Run 1, gate families picked out:
Scale bar: 20 microns.
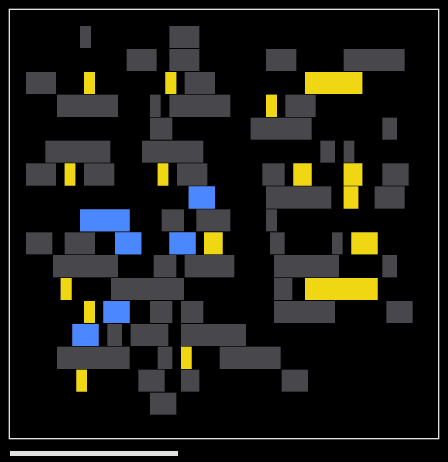
Run 1, placement view:
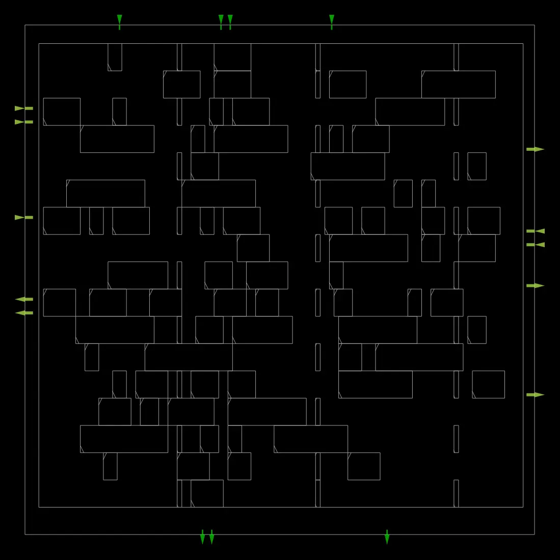
Run 1, metal layers overlaid:
Scale bar: 20 microns.
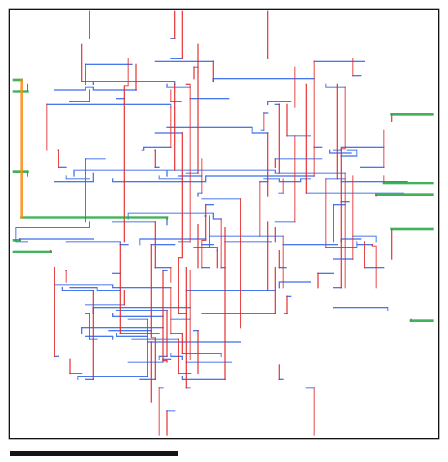
Run 1, register map, names as in the netlist:
Scale bar: 20 microns. Other sequential cells in the stronger grey, the rest of the logic in the fainter grey.
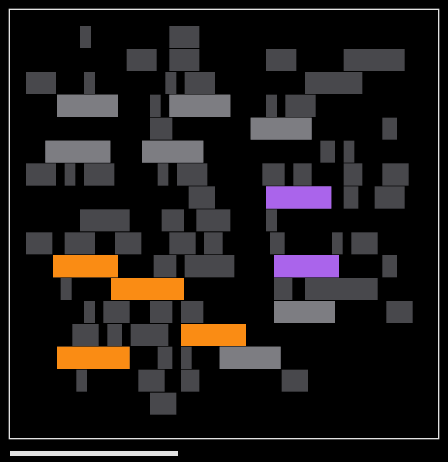
<file path="src/rtl/interval_timer_ctrl.sv">
// Interval timer: a WIDTH-bit up-counter that wraps on a programmable terminal
// value and emits a registered one-cycle TICK per period (periodic or one-shot).
module interval_timer_ctrl #(
    parameter int WIDTH = 4
) (
    input  logic             CLK,
    input  logic             RESET,
    input  logic             START,
    input  logic             STOP,
    input  logic [WIDTH-1:0] PERIOD,
    input  logic             ONESHOT,
    output logic             BUSY,
    output logic             DONE,
    output logic             TICK,
    output logic [WIDTH-1:0] O,
    output logic             COUT
);

    typedef enum logic [1:0] {S_IDLE, S_RUN, S_DONE} state_t;

    state_t           r_state, w_state_nxt;
    logic [WIDTH-1:0] r_period, w_period_nxt;
    logic [WIDTH-1:0] r_cnt, w_cnt_nxt;
    logic             r_oneshot, w_oneshot_nxt;
    logic             r_tick, w_tick_nxt;
    logic             r_cout, w_cout_nxt;
    logic [WIDTH:0]   w_sum;

    // Carry is kept only as a diagnostic; wrap is decided by the compare.
    assign w_sum = {1'b0, r_cnt} + {{WIDTH{1'b0}}, 1'b1};

    always_ff @(posedge CLK) begin
        if (RESET) r_state <= S_IDLE;
        else       r_state <= w_state_nxt;
    end

    always_comb begin
        w_state_nxt   = r_state;
        w_period_nxt  = r_period;
        w_oneshot_nxt = r_oneshot;
        w_cnt_nxt     = '0;
        w_tick_nxt    = 1'b0;
        w_cout_nxt    = 1'b0;
        case (r_state)
            S_IDLE, S_DONE: begin
                if (START && !STOP) begin
                    w_period_nxt  = PERIOD;
                    w_oneshot_nxt = ONESHOT;
                    w_state_nxt   = S_RUN;
                end else if (STOP) begin
                    w_state_nxt = S_IDLE;
                end
            end
            S_RUN: begin
                if (STOP) begin
                    w_state_nxt = S_IDLE;
                end else if (r_cnt == r_period) begin
                    w_tick_nxt = 1'b1;
                    if (r_oneshot) w_state_nxt = S_DONE;
                end else begin
                    w_cnt_nxt  = w_sum[WIDTH-1:0];
                    w_cout_nxt = w_sum[WIDTH];
                end
            end
            default: w_state_nxt = S_IDLE;
        endcase
    end

    always_ff @(posedge CLK) begin
        if (RESET) begin
            r_period  <= '0;
            r_oneshot <= 1'b0;
            r_cnt     <= '0;
            r_tick    <= 1'b0;
            r_cout    <= 1'b0;
        end else begin
            r_period  <= w_period_nxt;
            r_oneshot <= w_oneshot_nxt;
            r_cnt     <= w_cnt_nxt;
            r_tick    <= w_tick_nxt;
            r_cout    <= w_cout_nxt;
        end
    end

    assign BUSY = (r_state == S_RUN);
    assign DONE = (r_state == S_DONE);
    assign TICK = r_tick;
    assign O    = r_cnt;
    assign COUT = r_cout;

endmodule

</file>
<file path="config.mk">
export PLATFORM = sky130hd
export DESIGN_NAME = interval_timer_ctrl
export DESIGN_NICKNAME = d
export VERILOG_FILES = /design/src/rtl/interval_timer_ctrl.sv
export SDC_FILE = /design/constraint.sdc
export NUM_CORES = 1
export LEC_CHECK = 0
export CAP_MARGIN = 10
export CELL_PAD_IN_SITES_DETAIL_PLACEMENT = 1
export CELL_PAD_IN_SITES_GLOBAL_PLACEMENT = 2
export CORE_UTILIZATION = 23
export DETAILED_ROUTE_END_ITERATION = 7
export GPL_TIMING_DRIVEN = 0
export PLACE_DENSITY_LB_ADDON = 0.12
export SLEW_MARGIN = 40
export SYNTH_ARGS = -nofsm -noshare
export SYNTH_HDL_FRONTEND = slang
export SYNTH_SLANG_ARGS = --single-unit
</file>
<file path="constraint.sdc">
create_clock -name CLK -period 1.3 [get_ports CLK]
set_input_delay 0.26 -clock CLK [delete_from_list [all_inputs] [get_ports CLK]]
set_output_delay 0.26 -clock CLK [all_outputs]
set_load 0.02 [all_outputs]
</file>
==> flow_summary.ini, run 1 <==
; generated from flow reports
[synthesis]
synth-async-reset-ratio_pct = 0
floorplan.nets = 64
synth_area_sq_um = 548.0
synth_cells = 54
ys_seq_share_pct = 47.49
yosys_warnings = 0
topCellsByArea = dfxtp_1, mux2i_1, xor2_1, nor2_1, nor2b_1
synth.avg_cell_area_sq_um = 10.15
yosysUniqueCellTypes = 22
yosysChipArea_sq_um = 548.0
synth_top_cell_by_area = dfxtp_1
flop_cell = dfxtp_1
synth_dominant_cell_count = dfxtp_1
yosys_cells = 54
synth-edff-count = 0

[finish]
n_antenna_cell = 0
final_nets = 87
fin_area_sq_um = 817.0
final_cell_mix = nor2_1, dfxtp_1, clkdlybuf4s50_1, dlygate4sd2_1
drive_gt1_share_pct = 27.63

[pwr]
power_w = 0.0007503
peakVddDrop_mv = 0.5112
powerDensity_nw_per_um2 = 918.4
p_leak_nw = 0.3623

[route]
drc = 0
wl_met1_microns = 542
dr_wl_met2_microns = 551
firstDrtPassIters = 2

[grt]
grt_busiest_layer = met2
grt_max_degree = 9
grt_pass1_vias = 443
use_met1_pct = 11.96
use_met2_pct = 16.67
grt_use_met3_pct = 2.679
grt_overflow = 0
grt_pass1_wl_microns = 1897

[timing]
drv_slew = 0
maxSlewHeadroom_pct = 68.00
setup_viol = 1
hold_viol_final = 0
rsz0062_at_grt = yes
setup_tns_ns = -0.02204
finalCriticalPeriod_ns = 1.322
setup_ws_ns = -0.02204
whs_ns = 0.3731
fin_crit_sh_pct = 101.7
skew_ns = 0.002354

[worst_hold_path]
hold_end = r_period[2]
hold_depth = 2
worst_hold_path_type = primary input to register

[floorplan]
rows = 17
core_sq_um = 2233
die-area_sq_um = 2582
die_x_microns = 50.82

[flow_run]
tool_warnings = 29

[setup_path]
path_class = register to register
slowest_stage = or4_4
worst_setup_path_start_kind = register
r2r_start = r_period[3]
critical_path_depth = 3
r2r_cells = 3
cp_data_required_time_ns = 1.46
cp-end-kind = register
worstPathCellList = xor2_2, or4_4, and3_1
reg2reg_slack_ns = -0.02
r2r-end = O[1]
slowest_delay_ns = 0.54

[clock_network]
cts_sinks = 13
h-tree-depth = 1
cts_hold_buf = 0
cts_buffer_depth = 2
cts_tree = built
cts_root_buf = clkbuf_4
worstSkewPairLatency_ns = 0.26

[placed_design]
dp_hpwl_microns = 858.2
place_area_sq_um = 748.2
port_buffers = 15
place.gp.congestion = 0.6428
dp.cells = 97

[status]
violations = negative setup slack
status = finished, violations left
Back to the opening pictures, 'gate families picked out':
| colour | family | cells |
|---|---|---|
| blue | xor and xnor cells | 6 |
| yellow | nor cells | 16 |
most frequent logic cell in the layout: nor2_1
Comb/total area: 37.52%
Cell Count, Final, Fillers Out: 104

Back to the opening pictures, 'placement view':
post-layout util: 36.58%
register share of the cell area: 33.54%
number of fill cells: 264

Back to the opening pictures, 'metal layers overlaid':
| colour | layer | wire length |
|---|---|---|
| blue | M1 | 543 microns |
| green | M3 | 51.1 microns |
| orange | M4 | 16.3 microns |
| red | M2 | 551 microns |
drt total wl: 1161 microns
DR vias: 443

Back to the opening pictures, 'register map, names as in the netlist':
| colour | signal | flops |
|---|---|---|
| purple | r_state | 2 |
| orange | O | 4 |
FF/Latch Area: 274.0 sq um
P_seq: 0.000415 W

[run 1: power by group]
group,switching [W],internal (W)
Clock,0.000117,0.000119
Sequential,0.00000953,0.000405
Combinational,0.0000429,0.0000567
Total,0.000170,0.000580
[run 1: layout make-up]
| type | instances | area share [%] |
|---|---|---|
| sequential | 13 | 33.54 |
| timing repair buffer | 18 | 20.52 |
| buffer | 1 | 0.4594 |
| tap | 28 | 4.288 |
| multi-input combinational | 39 | 37.52 |
| clock buffer | 4 | 3.216 |
| inverter | 1 | 0.4594 |
[run 1: cells by family after synthesis]
kind of cell	share of synthesized area [%]
compound gates	4.794
xor+xnor	9.589
fa+ha+maj	2.283
flops	47.49
simple gates	25.34
mux	9.133
buf+inv	1.369
Run 1, cells coloured by class:
Scale bar: 20 microns. Fill, decap, tap and diode cells in grey.
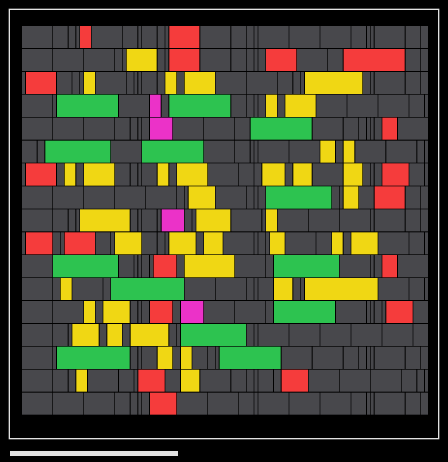

==> run 2: changes to the inputs <==
- CORE_MARGIN: default -> 4
Run 2, cells coloured by class:
Scale bar: 20 microns. Fill, decap, tap and diode cells in grey.
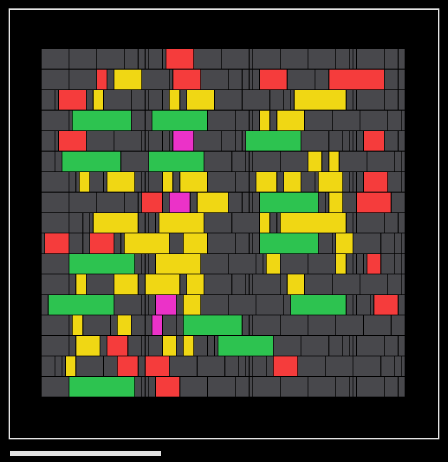
| colour | class | cells |
|---|---|---|
| yellow | remaining logic cells | 40 |
| green | registers | 13 |
| red | remaining buffers and delay cells | 20 |
| magenta | clock drivers and dummy loads | 4 |
design area: 847.1 sq um
post-layout util: 37.93%
register share of the cell area: 32.79%
core area: 2233 sq um
Site Rows: 17

==> run 2 against run 1 <==
Net effect: the run still ends with negative setup slack left; worst hold slack worse by 0.056 ns; global-route usage fell by 1.7 points; synthesized area did not move; clock skew up 0.00071 ns; final cell count increased by 0.96%; register-to-register slack about the same; sequential power about the same; highest routed layer unchanged.
==> flow_summary.ini, run 2 <==
; generated from flow reports
[finish]
n_antenna_cell = 0
buffers = 20
clkCellAreaFrac_pct = 3.102
seq_cells = 13
mostFrequentLayoutCell = nor2_1
inverters = 1
final_cell_mix = nor2_1, dlygate4sd2_1
nClkBuffers = 4
final_cells = 105

[route]
wl_met1_microns = 562
firstDrtPassIters = 3
drc = 0
vias = 445

[synthesis]
flop_cell = dfxtp_1
yosys.area_share.adder_pct = 2.283
ys_seq_share_pct = 47.49
yosys_warnings = 0
logic_family = simple AND/OR/NAND/NOR gates
synth.avg_cell_area_sq_um = 10.15
floorplan.nets = 64

[clock_network]
h-tree-depth = 1

[floorplan]
die-area_sq_um = 3228

[timing]
fin_crit_sh_pct = 101.6
setup_viol = 1
hold_viol_final = 0
skew_ns = 0.003061
setup_ws_ns = -0.02024

[setup_path]
r2r_start = r_period[0]
path_class = register to register

[placed_design]
dp_hpwl_microns = 941.7
dp.cells = 97

[pwr]
switchingPower_w = 0.0001766
p_leak_nw = 0.3812
p_comb_share_pct = 13.6
p_int_w = 0.0005814
swShare_pct = 23.30

[grt]
use_met2_pct = 13.04
use_met1_pct = 10.87
grt_busiest_layer = met2
grt_max_degree = 9

[flow_run]
tool_warnings = 29

[worst_hold_path]
worst_hold_path_type = primary input to register

[status]
violations = negative setup slack
status = finished, violations left
Run 2, register map, names as in the netlist:
Scale bar: 20 microns. Other sequential cells in the stronger grey, the rest of the logic in the fainter grey.
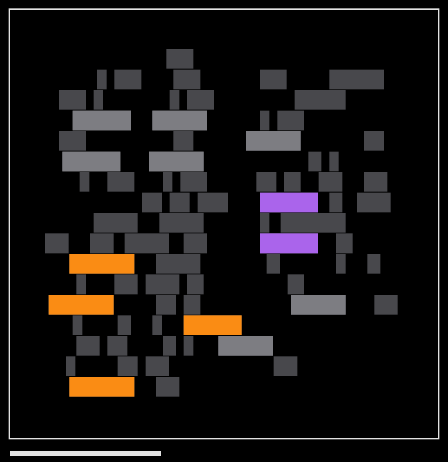
| colour | signal | flops |
|---|---|---|
| orange | O | 4 |
| purple | r_state | 2 |
not coloured: 7
FF/Latch Area: 277.8 sq um
P_seq: 0.000414 W

[run 2: power groups by stage]
stage | logic, W | registers (W) | clock network [W]
6_report | 0.000103 | 0.000414 | 0.000241
5_1_grt | 0.000114 | 0.000416 | 0.000277
4_1_cts | 0.000102 | 0.000417 | 0.000258
3_5_place_dp | 0.0000930 | 0.000426 | 0
3_3_place_gp | 0.0000908 | 0.000426 | 0
2_1_floorplan | 0.0000521 | 0.000424 | 0
[run 2: final timing paths]
check	cells past startpoint	slack, ns	endpoint
worst min-delay path	4	0.32	r_state[1]
worst max-delay path	3	-0.02	O[1]
worst max register to register	3	-0.02	O[1]
worst min register to register	2	0.47	r_state[1]
[run 2: what timing repair did]
item	4_1_cts	5_1_grt
pin swaps	1	2
setup endpoints to repair	19	12
buffers inserted	2	2
endpoints found under the hold margin	0	0
gates resized	19	9
Run 2, gate families picked out:
Scale bar: 20 microns.
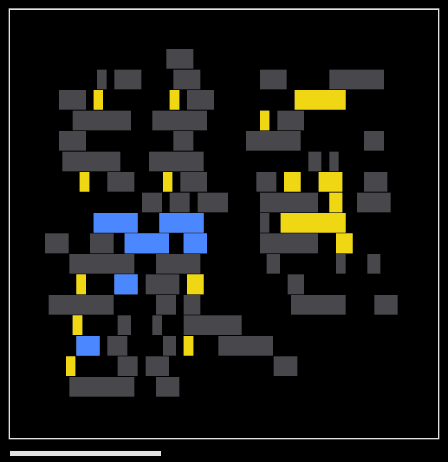

==> run 3: changes to the inputs <==
- SETUP_SLACK_MARGIN: default -> 0.3
Run 3, gate families picked out:
Scale bar: 20 microns.
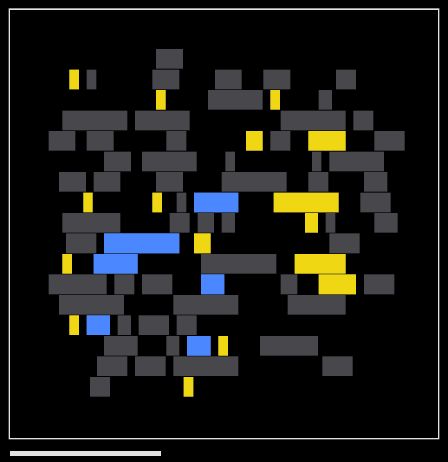
| colour | family | cells |
|---|---|---|
| blue | xor and xnor cells | 6 |
| yellow | nor cells | 16 |
Comb/total area: 37.95%
Cell Count, Final, Fillers Out: 108

Run 3, placement view:
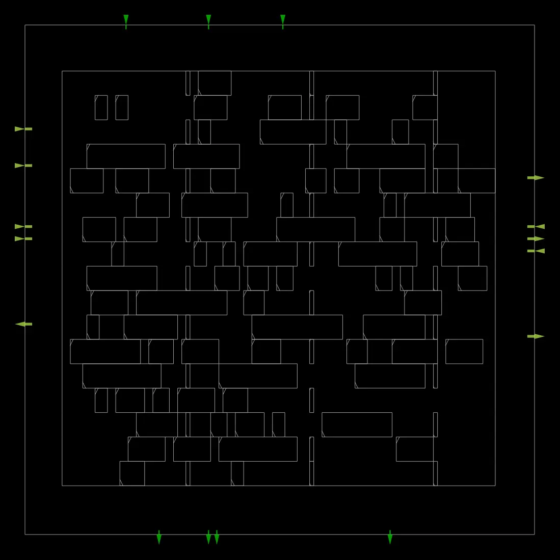
register share of the cell area: 30.63%
number of fill cells: 256
post-layout util: 42.07%

==> run 3 against run 2 <==
Net effect: the run still ends with negative setup slack left; die size stayed put; power is 3.6% higher; critical path depth stayed put; combinational power is about 20% higher; via count is 3.6% higher; sequential cell count stayed put; synthesized area stayed put; worst hold slack better by 0.039 ns; register-to-register slack worse by 0.04 ns; cell area is 11% higher; clock skew is 0.00095 ns lower; wire length is 16% higher; largest cell class unchanged.
==> flow_summary.ini, run 3 <==
; generated from flow reports
[status]
status = finished, violations left
violations = negative setup slack

[setup_path]
reg2reg_slack_ns = -0.06
r2r_cells = 3
critPathLaunch = O[2]
path_class = register to register
crit_arrival_ns = 1.53
r2r_start = O[2]
cp_data_required_time_ns = 1.47
r2r-end = O[1]
cp-end-kind = register
endpoint = O[1]

[synthesis]
yosys_warnings = 0
yosys.area.top_type_share_pct = 47.49
synth.avg_cell_area_sq_um = 10.15
ys_seq_share_pct = 47.49
logic_family = simple AND/OR/NAND/NOR gates
floorplan.nets = 64
flop_cell = dfxtp_1
topCellsByArea = dfxtp_1, mux2i_1, xor2_1, nor2_1, nor2b_1
synth_dominant_cell_count = dfxtp_1
ys_top_cells_by_count = dfxtp_1, nor2_1, mux2i_1, xor2_1, nor2b_1
yosys.area_share.adder_pct = 2.283
yosysChipArea_sq_um = 548.0

[pwr]
switchingPower_w = 0.0001964
p_comb_share_pct = 15.4
swShare_pct = 25.01
p_comb_w = 0.000121
p_leak_nw = 0.3868
p_int_w = 0.0005887
power_clock_w = 0.000253
power_frac_clock_pct = 32.2
p_seq_w = 0.000412
power_leader = registers

[timing]
setup_viol = 1
setup_tns_ns = -0.05592
fin_crit_sh_pct = 104.3
skew_ns = 0.002114
hold_viol_final = 0
finalCriticalPeriod_ns = 1.356
whs_ns = 0.3564
setup_ws_ns = -0.05592

[grt]
grt_use_met3_pct = 2.759
use_met1_pct = 12.38
grt_overflow = 0
use_met2_pct = 14.36
grt_antenna_before_repair = 0
grt_max_degree = 9
grt_busiest_layer = met2

[floorplan]
io_pins = 17
die-area_sq_um = 3228
rows = 17
core_sq_um = 2233

[finish]
mostFrequentLayoutCell = nor2_1
fin_area_sq_um = 939.7
n_antenna_cell = 0
final_cell_mix = nor2_1, buf_6, dfxtp_4
drive_gt1_share_pct = 46.25

[worst_hold_path]
worst_hold_path_type = primary input to register
hold_depth = 2
hold_end = r_period[3]

[placed_design]
dp_hpwl_microns = 940.7
dp.cells = 97

[route]
drt-initial-drc-count = 1
wl_met3_microns = 79
vias = 461
firstDrtPassIters = 2
wl_met1_microns = 638
drc = 0

[clock_network]
post-cts-setup-buffers = 5
cts-resized-gates = 62
cts-buffers-inserted = 3
h-tree-depth = 1
cts_tree = built
clkSlewWorstSetupHoldPaths_ns = 0.08

[flow_run]
cap_violations = 0
tool_warnings = 29
==> run 3: cell counts after synthesis <==
Identical to the previous run, type by type.
==> run 3: critical path, cell delays in order, from the launching register on <==
cell,delay (ns)
dfxtp_4,0.38
xor2_2,0.18
or4_4,0.53
and3_1,0.16
==> run 3: area by class of cell <==
| class | instances | area (sq um) | share of cell area (%) |
|---|---|---|---|
| Multi-Input combinational cell | 39 | 356.6 | 37.95 |
| Sequential cell | 13 | 287.8 | 30.63 |
| Timing Repair Buffer | 22 | 226.5 | 24.10 |
| Tap cell | 28 | 35.03 | 3.728 |
| Clock buffer | 4 | 26.28 | 2.796 |
| Buffer | 1 | 3.754 | 0.3995 |
| Inverter | 1 | 3.754 | 0.3995 |
Power and IR drop assume default switching activity.
